[config.mk]
export PLATFORM = sky130hd
export DESIGN_NAME = cla_wide_add_ctrl_flat
export DESIGN_NICKNAME = d
export VERILOG_FILES = /design/src/rtl/cla_wide_add_ctrl_pkg.sv /design/src/rtl/cla_wide_add_ctrl_if.sv /design/src/rtl/cla_wide_add_ctrl_slice_shifter.sv /design/src/rtl/cla_wide_add_ctrl.sv /design/src/flat_wrapper.sv
export SDC_FILE = /design/constraint.sdc
export NUM_CORES = 1
export LEC_CHECK = 0
export ABC_AREA = 1
export CAP_MARGIN = 25
export CORE_ASPECT_RATIO = 2
export CORE_MARGIN = 2
export CORE_UTILIZATION = 40
export DETAILED_ROUTE_END_ITERATION = 6
export GPL_ROUTABILITY_DRIVEN = 1
export PLACE_DENSITY = 0.67
export SLEW_MARGIN = 10
export SYNTH_ARGS = -nofsm -noshare
export SYNTH_HDL_FRONTEND = slang
export SYNTH_SLANG_ARGS = --single-unit
[constraint.sdc]
create_clock -name clk -period 1.9 [get_ports clk]
set_input_delay 0.19 -clock clk [delete_from_list [all_inputs] [get_ports clk]]
set_output_delay 0.19 -clock clk [all_outputs]
set_load 0.02 [all_outputs]
[src/rtl/cla_wide_add_ctrl_pkg.sv]
// Shared types and constants for the sliced carry-lookahead add controller.
package cla_ctrl_pkg;
  localparam int SLICE_W = 8;

  typedef enum logic [1:0] {IDLE, RUN, DONE} cla_ctrl_state_t;

  function automatic int nslices(input int width);
    return width / SLICE_W;
  endfunction
endpackage

[src/rtl/cla_wide_add_ctrl_if.sv]
// Operand request / result response handshake bundle of the wide adder controller.
interface cla_wide_add_ctrl_if #(parameter int WIDTH = 32);
  logic             in_valid;
  logic             in_ready;
  logic [WIDTH-1:0] a;
  logic [WIDTH-1:0] b;
  logic             cin;
  logic             out_valid;
  logic             out_ready;
  logic [WIDTH-1:0] sum;
  logic             cout;
  logic             overflow;
  logic             busy;

  modport master (output in_valid, a, b, cin, out_ready,
                  input  in_ready, out_valid, sum, cout, overflow, busy);
  modport slave  (input  in_valid, a, b, cin, out_ready,
                  output in_ready, out_valid, sum, cout, overflow, busy);
endinterface

[src/rtl/cla_wide_add_ctrl_slice_shifter.sv]
// Operand and result shift registers; one slice moves per shift pulse, LS slice first.
module cla_slice_shifter
  import cla_ctrl_pkg::*;
#(
  parameter int WIDTH = 32
) (
  input  logic               clk,
  input  logic               rst_n,
  input  logic               load,
  input  logic               shift,
  input  logic [WIDTH-1:0]   a_in,
  input  logic [WIDTH-1:0]   b_in,
  input  logic [SLICE_W-1:0] slice_sum,
  output logic [SLICE_W-1:0] a_nxt,
  output logic [SLICE_W-1:0] b_nxt,
  output logic [WIDTH-1:0]   sum_nxt
);
  logic [WIDTH-1:0]         a_sh, b_sh, sum_sh, a_shr, b_shr;
  logic [WIDTH+SLICE_W-1:0] sum_cat;

  assign a_shr   = a_sh >> SLICE_W;
  assign b_shr   = b_sh >> SLICE_W;
  assign a_nxt   = a_shr[SLICE_W-1:0];
  assign b_nxt   = b_shr[SLICE_W-1:0];
  // New slice enters at the top; after NSLICES shifts the word is in place.
  assign sum_cat = {slice_sum, sum_sh};
  assign sum_nxt = sum_cat[WIDTH+SLICE_W-1:SLICE_W];

  always_ff @(posedge clk) begin
    if (!rst_n) begin
      a_sh   <= '0;
      b_sh   <= '0;
      sum_sh <= '0;
    end else if (load) begin
      a_sh   <= a_in;
      b_sh   <= b_in;
      sum_sh <= '0;
    end else if (shift) begin
      a_sh   <= a_shr;
      b_sh   <= b_shr;
      sum_sh <= sum_nxt;
    end
  end
endmodule

[src/rtl/cla_wide_add_ctrl.sv]
// Sequences a WIDTH-bit add over an external 8-bit CLA, one slice per SLICE_CYCLES cycles.
module cla_wide_add_ctrl
  import cla_ctrl_pkg::*;
#(
  parameter int WIDTH        = 32,
  parameter int SLICE_CYCLES = 1
) (
  input  logic               clk,
  input  logic               rst_n,
  cla_wide_add_ctrl_if.slave io,
  output logic [SLICE_W-1:0] cla_a,
  output logic [SLICE_W-1:0] cla_b,
  output logic               cla_cin,
  input  logic [SLICE_W-1:0] cla_sum,
  input  logic               cla_cout
);
  localparam int NSLICES = nslices(WIDTH);
  localparam int CW      = (SLICE_CYCLES > 1) ? $clog2(SLICE_CYCLES) : 1;
  localparam int IW      = (NSLICES > 1) ? $clog2(NSLICES) : 1;

  if ((WIDTH % SLICE_W) != 0 || WIDTH < SLICE_W || SLICE_CYCLES < 1) begin : g_bad_param
    $error("cla_wide_add_ctrl: WIDTH must be a multiple of 8 and SLICE_CYCLES >= 1");
  end

  cla_ctrl_state_t    state_q, state_d;
  logic [CW-1:0]      cnt_q;
  logic [IW-1:0]      idx_q;
  logic               a_msb_q, b_msb_q;
  logic [WIDTH-1:0]   sum_q;
  logic               cout_q, ovf_q, out_valid_q;
  logic [SLICE_W-1:0] cla_a_q, cla_b_q;
  logic               carry_q;
  logic               accept, capture, last, in_ready_c;
  logic [SLICE_W-1:0] a_nxt, b_nxt;
  logic [WIDTH-1:0]   sum_nxt;

  always_ff @(posedge clk) begin
    if (!rst_n) state_q <= IDLE;
    else        state_q <= state_d;
  end

  always_comb begin
    state_d    = state_q;
    accept     = 1'b0;
    capture    = 1'b0;
    last       = 1'b0;
    in_ready_c = 1'b0;
    case (state_q)
      IDLE: begin
        in_ready_c = 1'b1;
        if (io.in_valid) begin
          accept  = 1'b1;
          state_d = RUN;
        end
      end
      RUN: begin
        if (cnt_q == CW'(SLICE_CYCLES-1)) begin
          capture = 1'b1;
          if (idx_q == IW'(NSLICES-1)) begin
            last    = 1'b1;
            state_d = DONE;
          end
        end
      end
      DONE: if (io.out_ready) state_d = IDLE;
      default: state_d = IDLE;
    endcase
  end

  cla_slice_shifter #(.WIDTH(WIDTH)) u_shifter (
    .clk       (clk),
    .rst_n     (rst_n),
    .load      (accept),
    .shift     (capture),
    .a_in      (io.a),
    .b_in      (io.b),
    .slice_sum (cla_sum),
    .a_nxt     (a_nxt),
    .b_nxt     (b_nxt),
    .sum_nxt   (sum_nxt)
  );

  // carry_q doubles as the registered cla_cin; it is cleared on the final
  // capture so the CLA inputs read 0 outside RUN.
  always_ff @(posedge clk) begin
    if (!rst_n) begin
      cnt_q       <= '0;
      idx_q       <= '0;
      a_msb_q     <= 1'b0;
      b_msb_q     <= 1'b0;
      sum_q       <= '0;
      cout_q      <= 1'b0;
      ovf_q       <= 1'b0;
      out_valid_q <= 1'b0;
      cla_a_q     <= '0;
      cla_b_q     <= '0;
      carry_q     <= 1'b0;
    end else if (accept) begin
      a_msb_q <= io.a[WIDTH-1];
      b_msb_q <= io.b[WIDTH-1];
      cnt_q   <= '0;
      idx_q   <= '0;
      cla_a_q <= io.a[SLICE_W-1:0];
      cla_b_q <= io.b[SLICE_W-1:0];
      carry_q <= io.cin;
    end else if (capture) begin
      cnt_q <= '0;
      idx_q <= idx_q + IW'(1);
      if (last) begin
        sum_q       <= sum_nxt;
        cout_q      <= cla_cout;
        ovf_q       <= (a_msb_q == b_msb_q) && (sum_nxt[WIDTH-1] != a_msb_q);
        out_valid_q <= 1'b1;
        cla_a_q     <= '0;
        cla_b_q     <= '0;
        carry_q     <= 1'b0;
      end else begin
        cla_a_q <= a_nxt;
        cla_b_q <= b_nxt;
        carry_q <= cla_cout;
      end
    end else if (state_q == RUN) begin
      cnt_q <= cnt_q + CW'(1);
    end else if (state_q == DONE && io.out_ready) begin
      out_valid_q <= 1'b0;
    end
  end

  assign io.in_ready  = in_ready_c;
  assign io.busy      = (state_q != IDLE);
  assign io.out_valid = out_valid_q;
  assign io.sum       = sum_q;
  assign io.cout      = cout_q;
  assign io.overflow  = ovf_q;
  assign cla_a        = cla_a_q;
  assign cla_b        = cla_b_q;
  assign cla_cin      = carry_q;
endmodule

[src/flat_wrapper.sv]
// flat-port wrapper written by rule: the top's interface ports become plain ports
module cla_wide_add_ctrl_flat import cla_ctrl_pkg::*;
#(
  parameter int WIDTH        = 32,
  parameter int SLICE_CYCLES = 1
)
  (clk, rst_n, cla_a, cla_b, cla_cin, cla_sum, cla_cout, io_in_valid, io_a, io_b, io_cin, io_out_ready, io_in_ready, io_out_valid, io_sum, io_cout, io_overflow, io_busy);
  cla_wide_add_ctrl_if #(.WIDTH(WIDTH)) io_i ();
  input  logic clk;
  input  logic rst_n;
  output logic [SLICE_W-1:0] cla_a;
  output logic [SLICE_W-1:0] cla_b;
  output logic cla_cin;
  input  logic [SLICE_W-1:0] cla_sum;
  input  logic cla_cout;
  input wire logic [$bits(io_i.in_valid)-1:0] io_in_valid;
  input wire logic [$bits(io_i.a)-1:0] io_a;
  input wire logic [$bits(io_i.b)-1:0] io_b;
  input wire logic [$bits(io_i.cin)-1:0] io_cin;
  input wire logic [$bits(io_i.out_ready)-1:0] io_out_ready;
  output wire logic [$bits(io_i.in_ready)-1:0] io_in_ready;
  output wire logic [$bits(io_i.out_valid)-1:0] io_out_valid;
  output wire logic [$bits(io_i.sum)-1:0] io_sum;
  output wire logic [$bits(io_i.cout)-1:0] io_cout;
  output wire logic [$bits(io_i.overflow)-1:0] io_overflow;
  output wire logic [$bits(io_i.busy)-1:0] io_busy;
  assign io_i.in_valid = io_in_valid;
  assign io_i.a = io_a;
  assign io_i.b = io_b;
  assign io_i.cin = io_cin;
  assign io_i.out_ready = io_out_ready;
  assign io_in_ready = io_i.in_ready;
  assign io_out_valid = io_i.out_valid;
  assign io_sum = io_i.sum;
  assign io_cout = io_i.cout;
  assign io_overflow = io_i.overflow;
  assign io_busy = io_i.busy;
  cla_wide_add_ctrl #(.WIDTH(WIDTH), .SLICE_CYCLES(SLICE_CYCLES)) u_core (.clk(clk), .rst_n(rst_n), .io(io_i), .cla_a(cla_a), .cla_b(cla_b), .cla_cin(cla_cin), .cla_sum(cla_sum), .cla_cout(cla_cout));
endmodule
==> images/layer_met1.png <==
Scale bar: 20 um. Supply wires on this layer in gray.
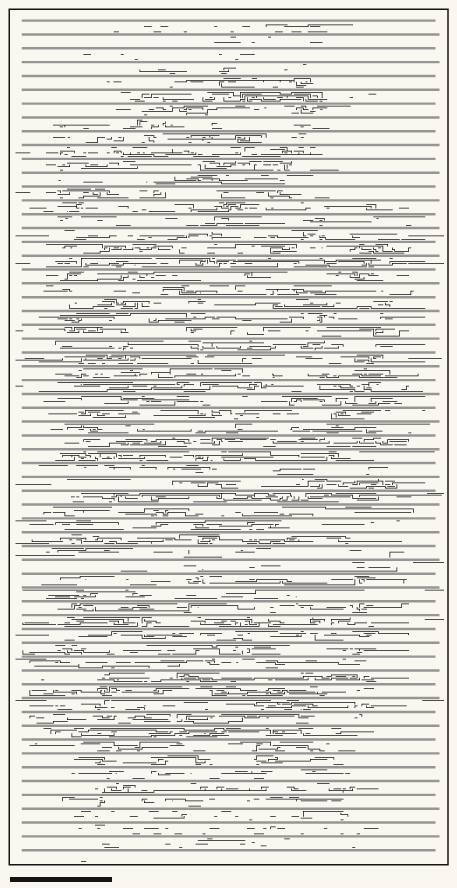
- nets with wire on the layer: 830
- longest straight run: 39.1 um
- wire length on this layer: 6230 um
Total Wirelength: 13.0 mm
met1 Resource Use GR: 25.4%

==> images/layer_met2.png <==
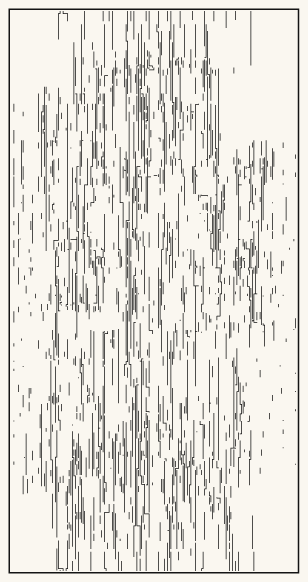
- main direction: vertical
- nets with wire on the layer: 678
via count: 4915
GRT met2 Usage: 28.7%

==> images/layer_met3.png <==
Scale bar: 20 um. Cells faint in the background.
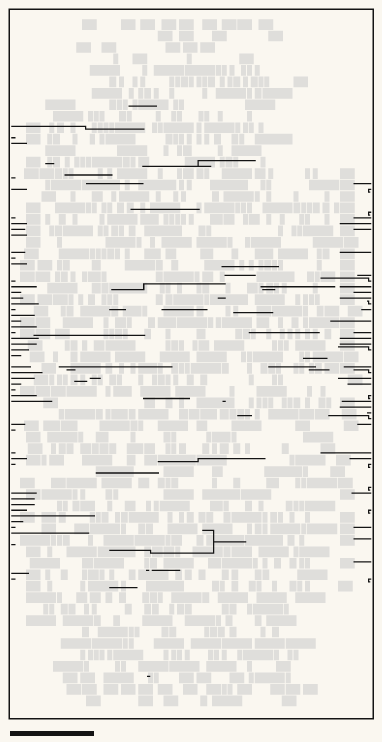
- wire length on this layer: 792 um
- main direction: horizontal
- share of all routed wire: 6.1%
- nets with wire on the layer: 111
M3 GR Usage: 4.85%

==> images/clocks.png <==
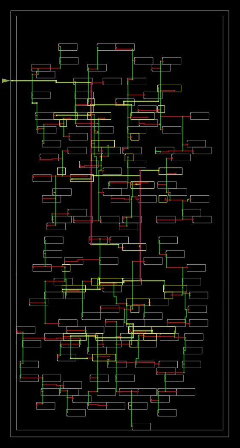
TritonCTS buffer count: 17
Clk power: 3050 uW
CLK BUF: 18

==> deck_impl_summary.md <==
Synthesis and Place & Route Summary

Run status
  – Status: finished, final reports clean

Synth
  – Seq/Total Area, Yosys: between 40% and 50%
  – Yosys top cell by instances: nand2_1
  – EDFF count, synth: 0
  – Asr flop ratio synth: 0%
  – Avg Synthesized Cell Area: about 7.3 um^2
  – Mux frac, synth: 0%
  – Post-synth regs: between 100 and 150
  – Yosys stat cell total: ~730
  – And+or+nand+nor area frac: between 30% and 40%
  – Mapped Area: between 5000 and 6000 um^2
  – Yosys stat area: 5380 um^2
  – Yosys adder share: 0.233%
  – Netlist cell types: 28
  – Commonest cells post-synth: 193 x nand2_1, 149 x nor2_1, 131 x dfxtp_1, 59 x o21ai_0, 52 x a21oi_1
  – Post-Syn Nets: around 810
  – Post-synth top area cell: dfxtp_1
  – Yosys top cell area share: 48.7%
  – Complex Gates by Area: 11.6%
  – Ys Warns: 0

Clock tree
  – H-Tree Depth: 4
  – Clock sinks: between 100 and 150
  – Reg clk slew, reported paths: 0.06 ns
  – Max clock buf depth: 2
  – PostCTS Resize Cnt: 0
  – Root Buffer: clkbuf_16
  – CTS tree: yes
  – Worst skew pair latency: 0.41 ns

Global route
  – Vias in the first global route: around 4.6k
  – First-pass GRT wire length: 21.9 mm
  – Largest net degree at the start of global routing: 36
  – Grt peak-use layer: met2
  – GRT Total Usage: between 10% and 20%
  – Antenna violations before repair: 0

Route
  – Drt pass-1 iters: 7
  – Detail Route met3 WL: just under 800 um
  – DR top layer: met4
  – WL met1: just over 6 mm
  – Metal2 WL: between 5 and 6 mm
  – Drt wl/cell: approximately 13 um
  – Initial DRC Count: 264
  – Antenna Nets Post-Route: 0

Floorplan
  – Die Span Y: roughly 170 um
  – Die width: around 86 um
  – Core Area: between 10000 and 15000 um^2
  – Die Size: between 10000 and 15000 um^2
  – Num ports: ~130
  – FP Rows: approximately 60
  – Pre-Place Util: between 40% and 50%

Layout
  – P&R area growth vs syn: 35.6%
  – Filler instances: roughly 1.3k
  – Ant diodes: 0
  – Final #Nets: roughly 930
  – Design Area, Final: around 7300 um^2
  – Number of flip-flops in the largest register: 32
  – Commonest Layout Cell: nand2_1
  – Layout cells sized above 1: about 8.3%
  – Layout Cells excl Fill: 1018

Setup path
  – Worst-path maximum fanout: 4
  – Worst R2R Start: u_core.idx_q[0]$_SDFFE_PP0P_
  – Endpoint class of the critical path: output pin
  – Max incr delay on CP: approximately 0.60 ns
  – Critical path origin: u_core.state_q[0]$_SDFFE_PN0P_
  – Req. time, crit path: around 1.7 ns
  – Worst reg-to-reg path cell count: 8
  – Critical path data arrival time: 1.60 ns
  – FF-to-FF setup slack: 0.26 ns
  – End of the critical path: io_busy
  – Crit. path cell count: 3
  – CP Launch Type: register
  – Critical R2R Capture: u_core.cla_b[6]$_SDFFE_PN0P_
  – Critical path class: register to output pin
  – Cell chain of the critical path: inv_1 > nand2_1 > clkdlybuf4s50_1
  – Slowest library cell on the worst path: clkdlybuf4s50_1

Timing
  – Relative slew slack: between 70% and 80%
  – Sum of negative setup slack: 0 ns
  – Worst-Margin Slew: about 0.33 ns
  – Skew final: 0.00858 ns
  – Cycle use final: 94.2%
  – Final critical-path required period: around 1.8 ns

Power and ir drop
  – Clock power share: between 40 and 50%
  – Peak VDD IR: about 0.62 mV
  – Flop pwr share: 43.0%
  – Final Total Pwr: approximately 7000 uW
  – Net Sw Frac: 27.2%
  – P_seq: between 2000 and 3000 uW
  – Combinational power share: 12.7%
  – Max power group: clock
  – Power Dens Cells: around 940 nW/um^2

Run
  – Tool warnings: 26
  – Number of max-cap violations: 0

Min path
  – Hold Crit Endpoint: u_core.io.overflow$_SDFFE_PN0P_
  – Worst hold path class: primary input to register
  – Worst hold start: rst_n
  – Hold Path Depth: 3

Placement
  – Placed cells: just under 1k
  – DP Area: slightly below 7000 um^2
  – Placement Setup Slack: 0.219 ns
## layout make-up
class	instances	area [um^2]	area share [%]
repair buffers	145	1450	19.9
multi-input cells	526	2360	32.3
inverters	29	116	1.59
flip-flops and latches	131	2620	35.9
well taps	155	194	2.66
clock inverters	14	120	1.65
clock buffers	18	439	6.02
## cell families (layout without fill, tap and decap cells)
family          Yosys count  in the layout
simple gates            403            403
flops                   131            131
compound gates          122            122
buf+inv                  76            206
fa+ha+maj                 1              1
## worst min-delay path, cell delays in order
cell and delay [ns]:
buf_2 0.17, o21ai_0 0.09, nor2_1 0.04
Power is estimated from default activity; no workload was simulated.
